<file path="src/rtl/pcg_req_arbiter.sv">
// pcg_req_arbiter: seeds, warms up and round-robin shares one PCG generator among NREQ requesters
module pcg_req_arbiter #(
  parameter int NREQ = 4,
  parameter int GEN_LAT = 2,
  parameter int WARMUP = 8,
  localparam int IW = $clog2(NREQ)
) (
  input  logic            clk,
  input  logic            rst,
  input  logic [31:0]     seed_in,
  input  logic            seed_load,
  input  logic [NREQ-1:0] req,
  output logic [NREQ-1:0] gnt,
  output logic [31:0]     rnd_out,
  output logic            rnd_valid,
  output logic [IW-1:0]   rnd_id,
  output logic            busy,
  output logic [31:0]     gen_seed,
  output logic            gen_load,
  output logic            gen_step,
  input  logic [31:0]     gen_data
);
  typedef enum logic [2:0] {IDLE, LOAD, WARM, RUN, DRAIN} state_t;
  state_t state, nxt;
  logic [31:0] seed_reg, seed_nxt, hold_out;
  logic [7:0] warm_cnt;
  logic [IW-1:0] rr_ptr, gid, gnt_id, hold_id;
  logic [IW:0] k;
  logic found, grant;
  logic [GEN_LAT-1:0] tv;
  logic [GEN_LAT*IW-1:0] tid;
  always_comb begin
    seed_nxt = seed_load ? seed_in : seed_reg;
    nxt = state;
    case (state)
      IDLE:    nxt = seed_load ? LOAD : IDLE;
      LOAD:    nxt = seed_load ? LOAD : WARM;
      WARM:    nxt = seed_load ? LOAD : (warm_cnt == 8'd1 ? RUN : WARM);
      RUN:     nxt = seed_load ? DRAIN : RUN;
      DRAIN:   nxt = (!seed_load && tv == '0) ? LOAD : DRAIN;
      default: nxt = IDLE;
    endcase
  end
  // first requester at or after rr_ptr, wrapping at NREQ
  always_comb begin
    found = 1'b0;
    gid = '0;
    k = '0;
    for (int i = 0; i < NREQ; i++) begin
      k = {1'b0, rr_ptr} + (IW+1)'(i);
      k = k >= (IW+1)'(NREQ) ? k - (IW+1)'(NREQ) : k;
      if (!found && req[k[IW-1:0]]) begin
        found = 1'b1;
        gid = k[IW-1:0];
      end
    end
    grant = found && nxt == RUN;
  end
  always_comb begin
    rnd_valid = tv[GEN_LAT-1];
    rnd_id = rnd_valid ? tid[GEN_LAT*IW-1 -: IW] : hold_id;
    rnd_out = rnd_valid ? gen_data : hold_out;
    busy = state != RUN;
  end
  // outputs are registered from the next-state decision so they line up with the new state
  always_ff @(posedge clk or negedge rst) begin
    if (!rst) begin
      state <= IDLE;
      seed_reg <= '0;
      warm_cnt <= '0;
      rr_ptr <= '0;
      gnt <= '0;
      gnt_id <= '0;
      gen_seed <= '0;
      gen_load <= 1'b0;
      gen_step <= 1'b0;
      tv <= '0;
      tid <= '0;
      hold_out <= '0;
      hold_id <= '0;
    end else begin
      state <= nxt;
      seed_reg <= seed_nxt;
      warm_cnt <= state == LOAD ? 8'(WARMUP) : warm_cnt - 8'(state == WARM);
      rr_ptr <= grant ? (gid == IW'(NREQ - 1) ? '0 : gid + 1'b1) : rr_ptr;
      gnt <= grant ? NREQ'(1) << gid : '0;
      gnt_id <= gid;
      gen_load <= nxt == LOAD;
      gen_seed <= nxt == LOAD ? seed_nxt : gen_seed;
      gen_step <= nxt == WARM || grant;
      tv <= GEN_LAT'({tv, |gnt});
      tid <= (GEN_LAT*IW)'({tid, gnt_id});
      hold_out <= rnd_out;
      hold_id <= rnd_id;
    end
  end
endmodule

</file>
<file path="config.mk">
export PLATFORM = sky130hd
export DESIGN_NAME = pcg_req_arbiter
export DESIGN_NICKNAME = d
export VERILOG_FILES = /design/src/rtl/pcg_req_arbiter.sv
export SDC_FILE = /design/constraint.sdc
export NUM_CORES = 1
export LEC_CHECK = 0
export ABC_AREA = 0
export CAP_MARGIN = 25
export CORE_MARGIN = 2
export CORE_UTILIZATION = 25
export CTS_CLUSTER_DIAMETER = 200
export DETAILED_ROUTE_END_ITERATION = 10
export MAX_ROUTING_LAYER = met4
export PLACE_DENSITY = 0.45
export SLEW_MARGIN = 20
export SYNTH_ARGS = -nofsm -noshare
export SYNTH_HDL_FRONTEND = slang
export SYNTH_SLANG_ARGS = --single-unit
</file>
<file path="constraint.sdc">
create_clock -name clk -period 2.3 [get_ports clk]
set_input_delay 0.46 -clock clk [delete_from_list [all_inputs] [get_ports clk]]
set_output_delay 0.46 -clock clk [all_outputs]
set_load 0.03 [all_outputs]
</file>
Figure 1. Signal wires by layer.
Bar = 50 um. Two of the layers only.
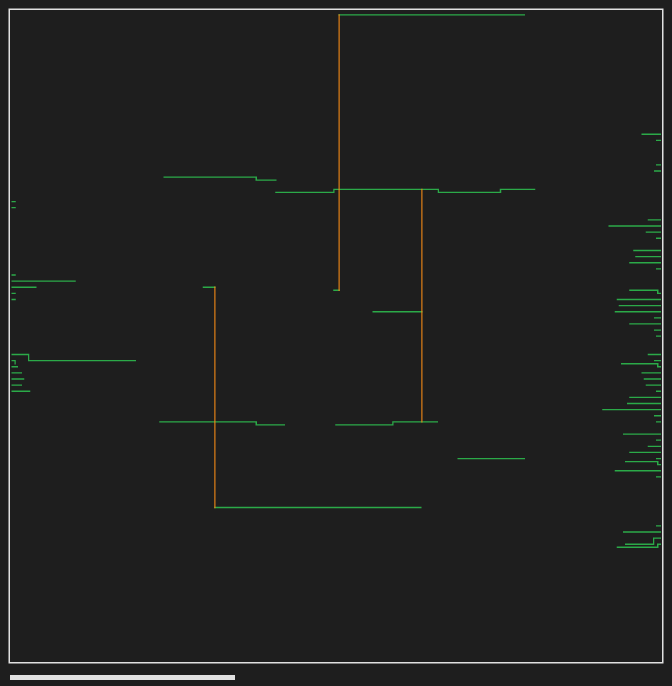
Green is met3, wire length 526 um. Orange is met4, wire length 162 um.
drt total wl: 11300 um
GRT Overall Usage: 0.114
vias post-DR: 3021

Figure 2. Zoomed window.
Bar = 5 um. Region (99, 99) to (119, 119) um. Cells in grey, sequential cells in the stronger grey; small squares are vias.
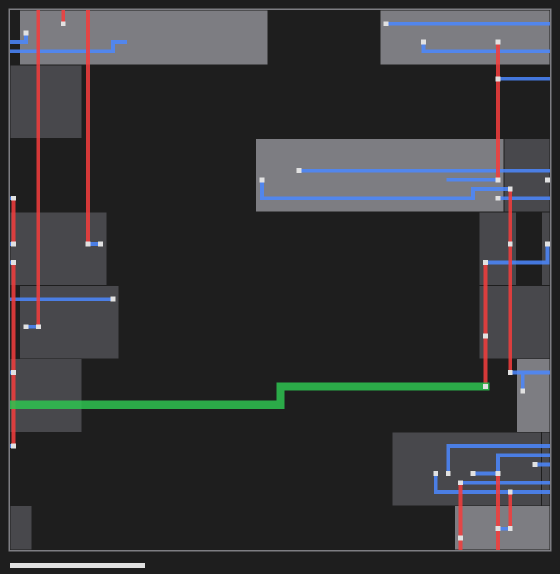
Blue is met1. Green is met3. Red is met2.
Netlist names of flops here include seed_reg (2), gen_seed (1). 7 logic cells have their middle in the window. Most frequent: dfrtp_1 (3), clkdlybuf4s50_1 (2). Sequential cells in the window: 3.

==> Slide: Implementation Results <==
Flow Results at a Glance

Run status
  – Run status: finished, final reports clean

Synth
  – Top cells by count: dfrtp_1, mux2_2, mux2_4, inv_1, nor2_1
  – Flip-flops with a built-in enable: 0
  – Post-synthesis instance total: 313
  – Top-area cell share: 0.630
  – Async S/R FF share, synth: 1.00
  – Post-Synthesis Net Count: 390
  – # Cells Yosys: 313
  – Post-synth top area cell: dfrtp_1
  – Avg Inst Size Synth: 15.9 sq um
  – Synth Cell Area: 0.00496 sq mm
  – YS warnings: 0
  – Post-synth mux share: 0.251
  – Post-Synth AOI/OAI Area: 0.0239
  – Synth cell types: 37
  – Top cells by area: dfrtp_1, mux2_2, mux2_4

Finish
  – Largest cell class: sequential cells
  – Final instance area: 0.00746 sq mm
  – Seq area share: 0.419
  – Final core area utilization: 0.383
  – CLK BUF: 21
  – Multi-input logic area: 0.00169 sq mm
  – Comb area share: 0.227
  – Reg area: 0.00313 sq mm
  – Layout cell share with drive strength beyond 1: 0.379
  – Non-clock buffers, area share: 0.223
  – Logic Gate Count: 163
  – Clock network area share: 0.0805
  – Post-layout nets: 553
  – Top Layout Cells: dfrtp_1, clkdlybuf4s50_1, mux2_2
  – Non-clock inverter total of the final layout: 12
  – ANT cells: 0

Clocking
  – Post-CTS Hold Buffers: 0
  – Max H-tree Level: 4
  – Post-CTS sizing: 92
  – Root Driver: clkbuf_16
  – Post CTS Setup Buffer Count: 0
  – Clock Latency Late Sink: 0.41 ns
  – Cts bufs inserted: 17
  – Clk sinks: 125
  – CTS tree: yes

Power and ir drop
  – P_comb: 5150 uW
  – Pleak: 0.00322 uW
  – Sw Pwr: 4010 uW
  – Int Power: 7220 uW
  – Power density over cell area: 1500 mW/mm^2
  – Seq pwr share: 0.299
  – Combinational power share: 0.459
  – Biggest consumer: combinational logic
  – Peak VDD IR: 0.000493 V
  – Clock Power: 2710 uW

Floorplan
  – Die X: 145 um
  – Chip area: 0.0210 sq mm
  – Starting Density: 0.255
  – Ports: 145
  – Row cnt: 51

Detailed routing
  – Met3 Wirelength: 525 um
  – Drt drc: 0
  – DRT Pass-1 Iters: 4
  – Met1 WL: 5120 um
  – Met2 routed WL: 5500 um
  – DR top layer: met4

Worst setup path
  – Worst path cell trace: or4_4, nor3_4, o21ai_2, or2_2, buf_12, mux2_4
  – R2R Setup Slk: 0.07 ns
  – Worst Path Max Fanout: 33
  – Buf+Inv Stages, Crit Path: 1
  – Arr. time, crit path: 2.52 ns
  – R2R depth: 6
  – Setup crit end kind: register
  – WP depth: 6
  – CP delay by family, top: simple AND/OR/NAND/NOR gates
  – Worst r2r dst: gen_seed[11]

Timing
  – Final TNS setup: 0 ns
  – Min cycle time layout: 2.23 ns
  – Endpoints failing setup: 0
  – Relative slew slack: 0.675
  – Period utilization: 0.970

Global route
  – Via count of the first global-routing pass: 3297
  – Met2 Track Usage GR: 0.175
  – Gr busiest metal: met2
  – Global-route wire length before repair: 18300 um
  – Largest net degree at the start of global routing: 48
  – Met1 Use GR: 0.141
  – GRT overflow: 0

Flow run
  – Max-Cap Viols: 0

Placement
  – Dpl ws: 0.0564 ns
  – DP Area: 0.00679 sq mm

Worst hold path
  – Hold/Removal Path Class: in2async
Figure 3. Signal metal coverage by tile.
The die is cut into 29 by 29 equal tiles; white is low, dark blue is high, scaled to the fullest tile. Values are wire area over tile area, all layers added.
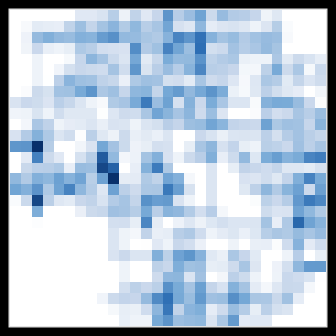
The emptiest ninth of the die: lower left. The densest ninth of the die: top centre. The mean over all tiles is 0.084. The fullest tile reaches 0.37. 23% of the tiles are nearly empty.
Wirelength per Cell: 15.0 um

Power and IR drop assume default switching activity.
